`src/rtl/ball_step_sequencer.sv`:
```
// ball_step_sequencer
//   Per-frame scheduler for the BallMaze ball physics. On each accepted frame
//   tick it strobes the acceleration stage, then the velocity stage, then walks
//   the ball one pixel at a time (all X steps, then all Y steps). Each pixel is
//   checked against the maze map through a req/ack wall lookup. Owns the ball
//   position and latches arrival at the goal cell.
//
//   clk108MHz    system clock
//   resetPressed synchronous active-high reset
//   run          1 = frame ticks start updates
//   xVelocity    signed pixels/frame, x
//   yVelocity    signed pixels/frame, y (+ = down)
//   accelStep    1-cycle strobe to the acceleration stage
//   velStep      1-cycle strobe to the velocity stage
//   wallReq      wall lookup request for (wallCol, wallRow)
//   wallCol/Row  candidate pixel, stable while wallReq=1
//   wallAck      lookup done, wallHit valid this cycle
//   wallHit      1 = candidate pixel is wall
//   ballColumn   current ball column
//   ballRow      current ball row
//   bumpX/bumpY  1-cycle pulse: motion on that axis blocked this frame
//   busy         frame update in progress
//   overrun      sticky: tick arrived while busy
//   goalReached  ball sits on the goal cell (terminal)
module ball_step_sequencer #(
    parameter int TICK_CYCLES  = 1350000,
    parameter int START_X      = 128,
    parameter int START_Y      = 188,
    parameter int GOAL_X       = 240,
    parameter int GOAL_Y       = 8,
    parameter int DP_LATENCY   = 2,
    parameter int WALL_TIMEOUT = 15
) (
    input  logic       clk108MHz,
    input  logic       resetPressed,
    input  logic       run,
    input  logic [4:0] xVelocity,
    input  logic [4:0] yVelocity,
    output logic       accelStep,
    output logic       velStep,
    output logic       wallReq,
    output logic [7:0] wallCol,
    output logic [7:0] wallRow,
    input  logic       wallAck,
    input  logic       wallHit,
    output logic [7:0] ballColumn,
    output logic [7:0] ballRow,
    output logic       bumpX,
    output logic       bumpY,
    output logic       busy,
    output logic       overrun,
    output logic       goalReached
);

    localparam int TW = (TICK_CYCLES > 1) ? $clog2(TICK_CYCLES) : 1;
    localparam int DW = $clog2(DP_LATENCY + 1);
    localparam int WW = $clog2(WALL_TIMEOUT + 1);

    typedef enum logic [3:0] {
        IDLE, ACCEL, WAIT_A, VEL, WAIT_V, LOAD, X_REQ, Y_REQ, GOAL, WON
    } seqState;

    seqState        state;
    logic [TW-1:0]  tickCount;
    logic           tick;
    logic [DW-1:0]  dpCount;
    logic [WW-1:0]  waitCount;
    logic [5:0]     stepsX, stepsY;
    logic           dirX, dirY;       // 1 = toward smaller coordinate

    // Shared view of whichever axis is currently being walked.
    logic           onY;
    logic [7:0]     pos, cand;
    logic           dir;
    logic [5:0]     steps;
    logic           edgeBlock;

    // 6-bit magnitude so that -16 yields 16.
    function automatic logic [5:0] magnitude(input logic [4:0] v);
        logic [5:0] ext;
        ext = {v[4], v};
        return v[4] ? (~ext + 6'd1) : ext;
    endfunction

    assign tick = (tickCount == TW'(TICK_CYCLES - 1));
    assign busy = (state != IDLE) && (state != WON);

    always_comb begin
        onY       = (state == Y_REQ);
        pos       = onY ? ballRow : ballColumn;
        dir       = onY ? dirY : dirX;
        steps     = onY ? stepsY : stepsX;
        cand      = dir ? pos - 8'd1 : pos + 8'd1;
        // Stepping off the 8-bit field is treated as a wall, no lookup issued.
        edgeBlock = dir ? (pos == 8'd0) : (pos == 8'd255);
    end

    always_ff @(posedge clk108MHz) begin
        if (resetPressed) begin
            tickCount   <= '0;
            state       <= IDLE;
            ballColumn  <= 8'(START_X);
            ballRow     <= 8'(START_Y);
            accelStep   <= 1'b0;
            velStep     <= 1'b0;
            wallReq     <= 1'b0;
            wallCol     <= '0;
            wallRow     <= '0;
            bumpX       <= 1'b0;
            bumpY       <= 1'b0;
            overrun     <= 1'b0;
            goalReached <= 1'b0;
            dpCount     <= '0;
            waitCount   <= '0;
            stepsX      <= '0;
            stepsY      <= '0;
            dirX        <= 1'b0;
            dirY        <= 1'b0;
        end else begin
            tickCount <= tick ? '0 : tickCount + 1'b1;
            accelStep <= 1'b0;
            velStep   <= 1'b0;
            bumpX     <= 1'b0;
            bumpY     <= 1'b0;

            if (tick && run && busy)
                overrun <= 1'b1;

            case (state)
                IDLE: if (tick && run) begin
                    state     <= ACCEL;
                    accelStep <= 1'b1;
                end
                ACCEL: begin
                    state   <= WAIT_A;
                    dpCount <= '0;
                end
                WAIT_A: if (dpCount == DW'(DP_LATENCY - 1)) begin
                    state   <= VEL;
                    velStep <= 1'b1;
                end else begin
                    dpCount <= dpCount + 1'b1;
                end
                VEL: begin
                    state   <= WAIT_V;
                    dpCount <= '0;
                end
                WAIT_V: if (dpCount == DW'(DP_LATENCY - 1))
                    state <= LOAD;
                else
                    dpCount <= dpCount + 1'b1;
                LOAD: begin
                    stepsX <= magnitude(xVelocity);
                    dirX   <= xVelocity[4];
                    stepsY <= magnitude(yVelocity);
                    dirY   <= yVelocity[4];
                    state  <= X_REQ;
                end
                X_REQ, Y_REQ: begin
                    if (wallReq) begin
                        // Ack wins over a timeout landing in the same cycle.
                        if (wallAck && !wallHit) begin
                            wallReq <= 1'b0;
                            if (onY) begin
                                ballRow <= cand;
                                stepsY  <= stepsY - 6'd1;
                            end else begin
                                ballColumn <= cand;
                                stepsX     <= stepsX - 6'd1;
                            end
                        end else if (wallAck || waitCount == WW'(WALL_TIMEOUT - 1)) begin
                            wallReq <= 1'b0;
                            if (onY) begin
                                bumpY  <= 1'b1;
                                stepsY <= '0;
                                state  <= GOAL;
                            end else begin
                                bumpX  <= 1'b1;
                                stepsX <= '0;
                                state  <= Y_REQ;
                            end
                        end else begin
                            waitCount <= waitCount + 1'b1;
                        end
                    end else if (steps == 6'd0) begin
                        state <= onY ? GOAL : Y_REQ;
                    end else if (edgeBlock) begin
                        if (onY) begin
                            bumpY  <= 1'b1;
                            stepsY <= '0;
                            state  <= GOAL;
                        end else begin
                            bumpX  <= 1'b1;
                            stepsX <= '0;
                            state  <= Y_REQ;
                        end
                    end else begin
                        // Reached only with wallReq low, so every request is
                        // preceded by at least one idle cycle.
                        wallReq   <= 1'b1;
                        waitCount <= '0;
                        wallCol   <= onY ? ballColumn : cand;
                        wallRow   <= onY ? cand : ballRow;
                    end
                end
                GOAL: if (ballColumn == 8'(GOAL_X) && ballRow == 8'(GOAL_Y)) begin
                    state       <= WON;
                    goalReached <= 1'b1;
                end else begin
                    state <= IDLE;
                end
                WON: ;
                default: state <= IDLE;
            endcase
        end
    end

endmodule

```
`config.mk`:
```
export PLATFORM = sky130hd
export DESIGN_NAME = ball_step_sequencer
export DESIGN_NICKNAME = d
export VERILOG_FILES = /design/src/rtl/ball_step_sequencer.sv
export SDC_FILE = /design/constraint.sdc
export NUM_CORES = 1
export LEC_CHECK = 0
export CAP_MARGIN = 40
export CORE_MARGIN = 2
export CORE_UTILIZATION = 45
export DETAILED_ROUTE_END_ITERATION = 16
export GPL_ROUTABILITY_DRIVEN = 0
export PLACE_DENSITY = 0.66
export SLEW_MARGIN = 5
export SYNTH_ARGS = -nofsm -noshare
export SYNTH_HDL_FRONTEND = slang
export SYNTH_SLANG_ARGS = --single-unit
export TNS_END_PERCENT = 20
```
`constraint.sdc`:
```
create_clock -name clk108MHz -period 4 [get_ports clk108MHz]
set_input_delay 0.4 -clock clk108MHz [delete_from_list [all_inputs] [get_ports clk108MHz]]
set_output_delay 0.4 -clock clk108MHz [all_outputs]
set_load 0.03 [all_outputs]
```
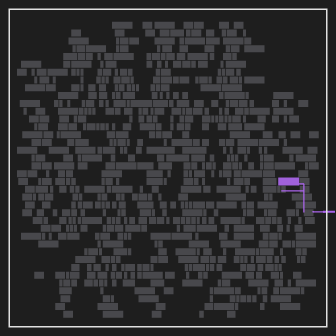
Run 1: port wiring
`overrun` -> purple  # direction output, edge right, end cells 1, wire 23.8 um

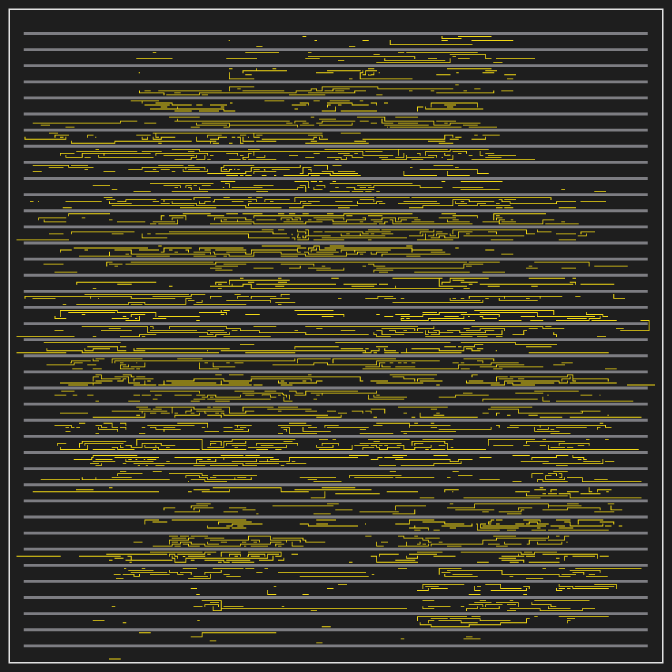
Run 1: the metal 1 layer
Supply wires on this layer in gray.
wire length on this layer = 5960 um
longest straight run = 42.3 um
share of all routed wire = 48%
nets with wire on the layer = 627

==> impl_metrics.ini, run 1 <==
; yosys + openroad results
[power_and_ir_drop]
powerDensity_nw_per_um2 = 309.4
p_leak_nw = 2.164
total_power_mw = 1.811
pg_comb_mw = 0.311
largestPowerGroup = sequential cells

[hold_path]
hold-path-endpoint = dpCount[0]$_SDFFE_PP0P_
holdPathStages = 2

[layout]
final_area_sq_um = 5853
largest_class = combinational gates
seq_area_share_pct = 28.73
regArea_sq_um = 1682
nNonClkBuffers = 64
fill_cells = 1045
logic_area_sq_um = 3097
buf_share_pct = 10.65

[place]
port_buffers = 54

[global_routing]
grt_use_met3_pct = 5.761
globalRouteOverflowTotal = 0
grt_pass1_wl_um = 20700

[logic_synthesis]
synth-seq-area-share_pct = 33.23
yosysWarningCount = 0
ys_sh_mux_pct = 4.921
simple_gate_share_pct = 26.95
synth_top_area_share_pct = 33.23
ys_top_cells_by_area = dfxtp_1, nor2_1, xor2_1, a21oi_1, nand2_1

[critical_path]
required_ns = 4.27
critPathKind = flip-flop to flip-flop
slowest_stage = dfxtp_1
worstSetupStartpointType = flip-flop
crit_family = multiplexers
rr_startpoint = state[0]$_SDFFE_PP0P_

[floorplan]
fp.coreArea_sq_um = 10890
tap_cells = 140

[cts]
htreeDepth = 3
ctsResizeCount = 0

[final_timing]
tightest_slew_ns = 0.6856
finalMaxSlewViolations = 0
setup_slack_ns = 0.6236
setup_tns_ns = 0
finalSetupViolCount = 0

[route]
drtIter0Drc = 382

[status]
status = complete, no violations
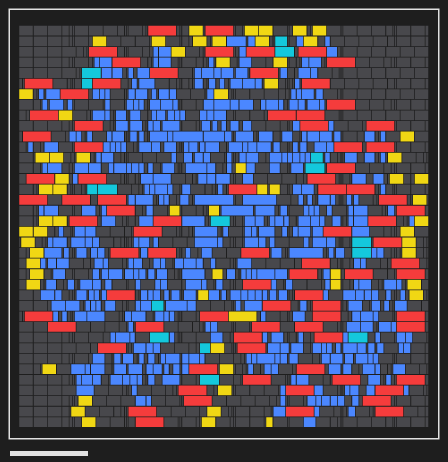
Run 1: placement by cell class
Scale bar: 20 um. Fill, decap, tap and diode cells in gray.
sequential cells -> red  # cells 84, share of their area 30%
remaining logic cells -> blue  # cells 499, share of their area 56%
clock drivers and dummy loads -> cyan  # cells 16, share of their area 3.3%
remaining buffers and delay cells -> yellow  # cells 64, share of their area 11%

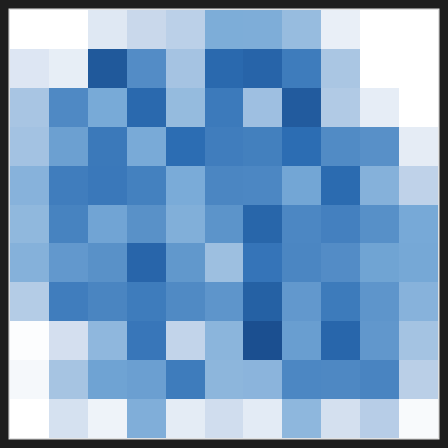
Run 1: cell density map
The die is cut into 11 by 11 equal tiles; white is low, dark blue is high, 0 to 100% covered.
emptiest ninth of the die = top right
fullest tile = 87%
nearly empty tiles = 7.4%
tiles over 75% full = 11%
mean over tiles = 47%

==> inputs of run 2 (changes only) <==
==> constraint.sdc (replaced) <==
create_clock -name clk108MHz -period 3.21 [get_ports clk108MHz]
set_input_delay 0.321 -clock clk108MHz [delete_from_list [all_inputs] [get_ports clk108MHz]]
set_output_delay 0.321 -clock clk108MHz [all_outputs]
set_load 0.03 [all_outputs]
==> run 2 against run 1 <==
  * Cell area grew 0.88%
  * Clock power grew 39%
  * Global-route usage shrank 0.97 points
  * Wire length shrank 2.0%
  * Setup slack lost 0.20 ns
  * Non-clock buffer count grew 6
  * Largest power group unchanged
  * Via count shrank 0.84%
  * Highest routed layer unchanged
  * Combinational power grew 41%
==> impl_metrics.ini, run 2 <==
; yosys + openroad results
[status]
status = complete, no violations

[final_timing]
tightest_slew_ns = 0.6298
finalSetupViolCount = 0
finalMaxSlewViolations = 0
setup_tns_ns = 0
setup_slack_ns = 0.4247
max_slew_margin_pct = 57.76

[logic_synthesis]
simple_gate_share_pct = 26.95
yosysWarningCount = 0
ys_top_cells_by_area = dfxtp_1, nor2_1, xor2_1, a21oi_1, nand2_1
synth-seq-area-share_pct = 33.23
synth_top_area_share_pct = 33.23
ys_sh_mux_pct = 4.921

[critical_path]
worstSetupStartpointType = flip-flop
slowest_stage = mux2_2
crit_family = AND-OR/OR-AND gates
required_ns = 3.48

[route]
drtIter0Drc = 283

[layout]
fill_cells = 1031
utilization_pct = 54.23
final_area_sq_um = 5904
seq_area_share_pct = 28.48
logic_area_sq_um = 3097
buf_share_pct = 11.10
largest_class = combinational gates

[global_routing]
globalRouteOverflowTotal = 0
grt_use_met3_pct = 5.291
grt_pass1_wl_um = 19990

[cts]
ctsResizeCount = 0
cts_sinks = 84

[job]
tool_warnings = 27

[hold_path]
hold-path-endpoint = tickCount[2]$_SDFF_PP0_
holdPathStages = 2

[power_and_ir_drop]
largestPowerGroup = sequential cells
powerDensity_nw_per_um2 = 397.5
pg_comb_mw = 0.438

[floorplan]
tap_cells = 140
fp.coreArea_sq_um = 10890

[place]
port_buffers = 54
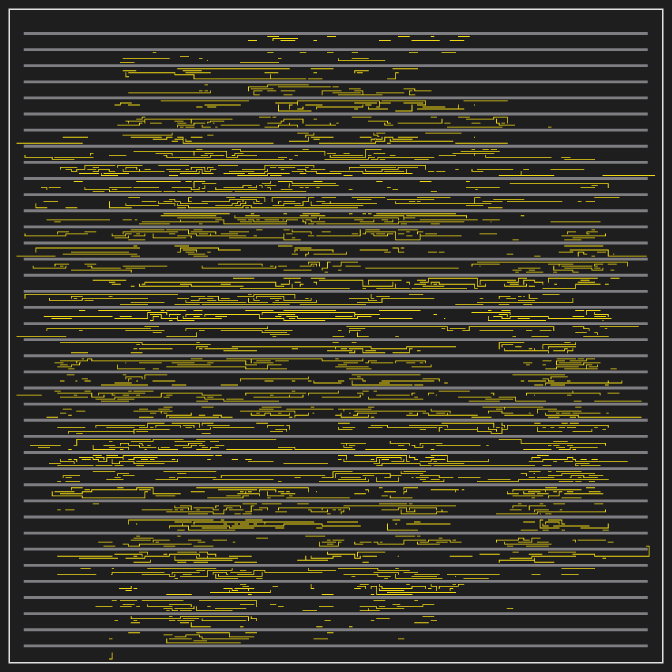
Run 2: the metal 1 layer
Supply wires on this layer in gray.
nets with wire on the layer = 634
longest straight run = 26.0 um
share of all routed wire = 46%
wire length on this layer = 5580 um
main direction = horizontal

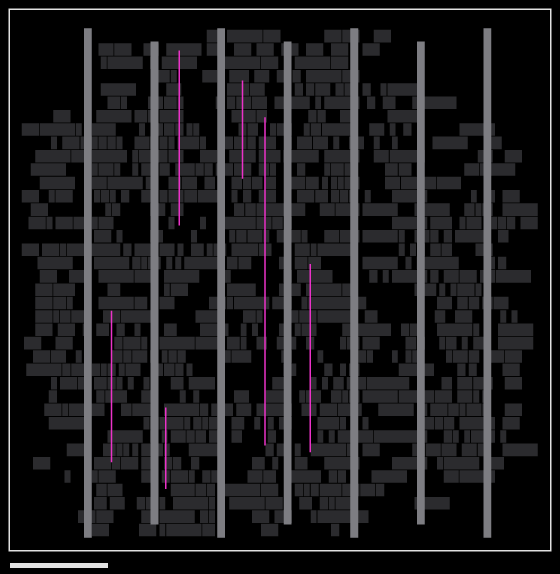
Run 2: met4 routing
Scale bar: 20 um. Supply wires on this layer in gray. Cells faint in the background.
wire length on this layer = 207 um
main direction = vertical
share of all routed wire = 1.7%
longest straight run = 66.6 um
nets with wire on the layer = 5

No activity file was given, so power comes from the tool's default toggle rates.
